**src/rtl/param_serializer.sv**
```systemverilog
// rtl/param_serializer.sv - multi-lane parallel-to-serial converter with comma idle insertion
// Optional: define PS_STATS_EN to add the data_word_cnt transferred-word counter.
module param_serializer #(
    parameter int              WIDTH      = 8,
    parameter int              LANES      = 1,
    parameter logic [WIDTH-1:0] IDLE_SYM  = 8'hBC,
    parameter int              SYNC_WORDS = 4,
    parameter bit              MSB_FIRST  = 1'b1
) (
    input  logic                   clk_32f,
    input  logic                   reset,
    input  logic [LANES*WIDTH-1:0] in_data,
    input  logic                   in_valid,
    input  logic                   force_idle,
    output logic                   in_ready,
    output logic [LANES-1:0]       ser_out,
    output logic                   frame_start,
    output logic                   word_is_data,
    output logic                   active
`ifdef PS_STATS_EN
    ,
    output logic [15:0]            data_word_cnt
`endif
);
    localparam int CW  = $clog2(WIDTH);
    localparam int SCW = (SYNC_WORDS > 1) ? $clog2(SYNC_WORDS) : 1;
    localparam logic [CW-1:0]  CNT_LAST  = CW'(WIDTH - 1);
    localparam logic [SCW-1:0] SYNC_LAST = SCW'((SYNC_WORDS > 0) ? SYNC_WORDS - 1 : 0);

    typedef enum logic {SYNC, ACTIVE} state_t;

    logic [LANES-1:0][WIDTH-1:0] sh;
    logic [CW-1:0]               cnt;
    logic [SCW-1:0]              sync_cnt;
    state_t                      state;
    logic                        load;
    logic                        xfer;

    assign load     = (cnt == CNT_LAST);
    assign in_ready = (state == ACTIVE) && load && !force_idle && !reset;
    assign xfer     = in_valid && in_ready;
    assign active   = (state == ACTIVE);

    // Output bit taken straight from the shift register end so no input reaches ser_out combinationally.
    for (genvar n = 0; n < LANES; n++) begin : g_lane
        assign ser_out[n] = MSB_FIRST ? sh[n][WIDTH-1] : sh[n][0];
    end

    always_ff @(posedge clk_32f) begin
        if (reset) begin
            sh           <= '0;
            cnt          <= CNT_LAST;
            sync_cnt     <= '0;
            state        <= (SYNC_WORDS == 0) ? ACTIVE : SYNC;
            word_is_data <= 1'b0;
            frame_start  <= 1'b0;
        end else if (load) begin
            cnt          <= '0;
            frame_start  <= 1'b1;
            word_is_data <= xfer;
            if (xfer) begin
                sh <= in_data;
            end else begin
                sh <= {LANES{IDLE_SYM}};
            end
            if (state == SYNC) begin
                sync_cnt <= sync_cnt + 1'b1;
                if (sync_cnt == SYNC_LAST) begin
                    state <= ACTIVE;
                end
            end
        end else begin
            cnt         <= cnt + 1'b1;
            frame_start <= 1'b0;
            for (int n = 0; n < LANES; n++) begin
                if (MSB_FIRST) begin
                    sh[n] <= {sh[n][WIDTH-2:0], 1'b0};
                end else begin
                    sh[n] <= {1'b0, sh[n][WIDTH-1:1]};
                end
            end
        end
    end

`ifdef PS_STATS_EN
    always_ff @(posedge clk_32f) begin
        if (reset) begin
            data_word_cnt <= '0;
        end else if (xfer) begin
            data_word_cnt <= data_word_cnt + 16'd1;
        end
    end
`endif

endmodule

```
**config.mk**
```make
export PLATFORM = sky130hd
export DESIGN_NAME = param_serializer
export DESIGN_NICKNAME = d
export VERILOG_FILES = /design/src/rtl/param_serializer.sv
export SDC_FILE = /design/constraint.sdc
export NUM_CORES = 1
export LEC_CHECK = 0
export ABC_AREA = 0
export CORE_AREA = 2 2 39 41
export DETAILED_ROUTE_END_ITERATION = 10
export DIE_AREA = 0 0 41 43
export PLACE_DENSITY_LB_ADDON = 0.2
export SLEW_MARGIN = 20
export SYNTH_ARGS = -nofsm -noshare
export SYNTH_HDL_FRONTEND = slang
export SYNTH_SLANG_ARGS = --single-unit
```
**constraint.sdc**
```tcl
create_clock -name clk_32f -period 3.2 [get_ports clk_32f]
set_input_delay 0.64 -clock clk_32f [delete_from_list [all_inputs] [get_ports clk_32f]]
set_output_delay 0.64 -clock clk_32f [all_outputs]
set_load 0.1 [all_outputs]
```
**Close-up of the layout**

Window x 8 to 33, y 9 to 34 um. Cells in gray, sequential cells in the stronger gray; small squares are vias.
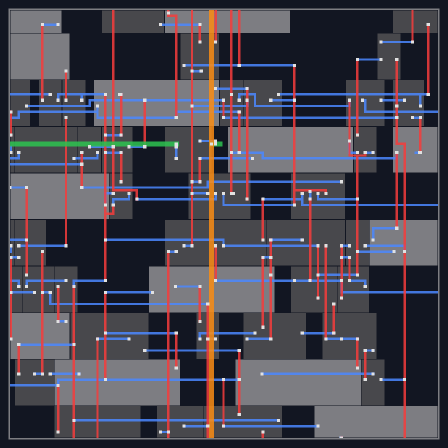
legend:
  met3:
    color: green
  met1:
    color: blue
  met2:
    color: red
  met4:
    color: orange
cells with their middle in the window: 43
most frequent: nor2_1 (12), dfxtp_1 (8), nor3_1 (4)
sequential cells in the window: 8
netlist names of flops here include: sh (3), sync_cnt (2)

**Drive-strength map**

Drawn at 12 px/um.
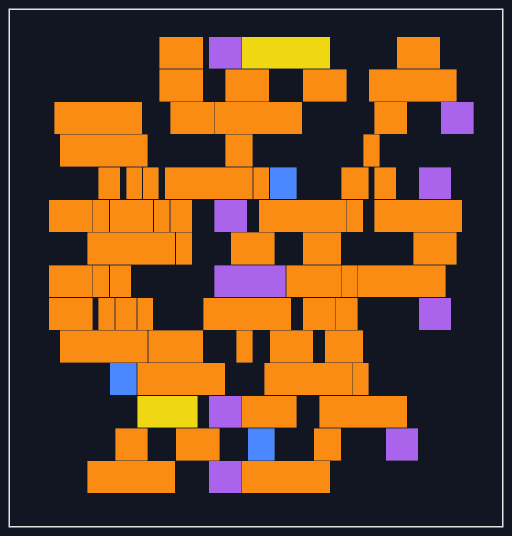
legend:
  drive 3 to 4:
    color: purple
    cells: 9
    most_used: buf_4
  drive 6 and up:
    color: yellow
    cells: 2
  drive 1 or less:
    color: orange
    cells: 61
    most_used: dfxtp_1
  drive 2:
    color: blue
    cells: 3
    most_used: or2_2
Final Cell Area: 788 um^2
final setup margin: 0.831 ns

==> impl_metrics.json <==
{
  "run_status": "finished clean",
  "p_sw_uw": 150,
  "syn2layout_area_growth_pct": 37.3,
  "dr_wl_met3_um": 52,
  "seq_cell_power_uw": 240,
  "ys_cells": 56,
  "period_used_pct": 74.0,
  "clkLatencyLatePin_ns": 0.29,
  "floorplan.nets": 71,
  "flop-count": 16,
  "xor_share_pct": 1.53,
  "path_buffers": 1,
  "rsz0062_at_grt": "false",
  "io-pin-count": 17,
  "leakage_uw": 0.000329,
  "clockBufferCount": 4,
  "edf_count": 0,
  "top_regs": "sh: 8 flops, cnt: 3 flops, sync_cnt: 2 flops",
  "ir_worst_vdd_uv": 309,
  "synthArstFlopShare_pct": 0,
  "dr_wl_met2_um": 420,
  "yosys.area_share.simple_pct": 24.8,
  "finalNonFillerCells": 91,
  "dieArea_um2": 1760,
  "met1_usage_pct": 21.7,
  "maxSlewHeadroom_pct": 73.0,
  "whs_ns": 0.448,
  "yosysSeqAreaShare_pct": 55.8,
  "hold_depth": 1,
  "reg2regPathDepth": 5,
  "clock_skew_ns": 0.00673,
  "netlist_area_um2": 574,
  "cp_max_fo": 13,
  "ys_types": 20,
  "grtUsageTotal_pct": 15.1,
  "clock_tree.buffer_depth": 2,
  "antenna_found_initial": 0,
  "worstSetupPathDepth": 4,
  "finalCriticalPeriod_ns": 2.37,
  "finalSetupViolCount": 0,
  "largest_reg_flops": 8,
  "flop_cell": "dfxtp_1",
  "cp_common_cell": "ha_1",
  "inverters": 0,
  "taps": 16,
  "hold_path_class": "register to register",
  "die_h_um": 43,
  "cp-end-kind": "primary output",
  "comb_share_pct": 31.0,
  "vias_per_cell": 4.89,
  "diodes": 0,
  "place.gp.congestion": 0.663,
  "cts_inserted_buffers": 3,
  "critPathKind": "register to primary output",
  "seq_share_pct": 40.6,
  "r2r_slack_ns": 1.62,
  "drc_errors": 0,
  "critPathTopFamily": "adder cells",
  "total_power_uw": 502,
  "seq_power_share_pct": 47.8,
  "layout_top_cells": "dfxtp_1 (16), nor2_1 (14), clkdlybuf4s50_1 (11)",
  "clk_pin_slew_ns": 0.09,
  "regArea_um2": 320,
  "vias": 445,
  "lay_top_count": "dfxtp_1",
  "nNetsFinal": 91,
  "holdBufCountCts": 0,
  "drtAntennaViolNets": 0,
  "syn_area_per_cell_um2": 10.3,
  "cts_tree": "built",
  "fmaxAchievable_ghz": 0.422,
  "crit_path_start": "cnt[0]",
  "io_buffers": 16,
  "p_per_area_nw_per_um2": 637,
  "top_area_share_pct": 55.8,
  "overflow": 0,
  "compound_area_share_pct": 7.84,
  "ys_top_logic_family": "simple AND/OR/NAND/NOR gates",
  "maxPowerGroup": "registers",
  "openroad.warnings": 26,
  "wirelength_um": 958,
  "pg_clk_uw": 134,
  "grt_pass1_wl_mm": 1.73,
  "grt_busiest_layer": "met1",
  "setup.worst_path.start_class": "register",
  "wl_met1_um": 446,
  "buf_share_pct": 21.3,
  "dr.pass1.iters": 4,
  "highest_layer": "met4",
  "coreArea_um2": 1380,
  "p_comb_share_pct": 25.6,
  "met2_usage_pct": 17.8,
  "post-place-ws_ns": 0.915,
  "hold_violations": 0,
  "topCellsByArea": "dfxtp_1 (56%), nor2_1 (9.2%), ha_1 (6.5%)",
  "dpl_cell_area_um2": 752,
  "worstPathCellList": "ha_1, ha_1, and4bb_4, buf_12",
  "critPathRequiredTime_ns": 2.56,
  "power_frac_clock_pct": 26.7,
  "yosys_warnings": 0,
  "cp.arrival_ns": 1.73,
  "grt_max_degree": 15,
  "nNonClkBuffers": 17,
  "first_iter_violations": 8,
  "rows": 14,
  "htree_levels": 1,
  "r2r-end": "sh[7]",
  "drv_slew": 0,
  "syn_inst": 56,
  "top_register": "sh",
  "met3_usage_pct": 3.14,
  "fp_util_pct": 41.5,
  "yosys.area.top_type": "dfxtp_1",
  "ys_area_um2": 574,
  "place_inst": 87,
  "mux_area_share_pct": 1.74,
  "post_drt_wl_per_cell_um": 10.5,
  "tns_ns": 0,
  "synth_flops": 16
}
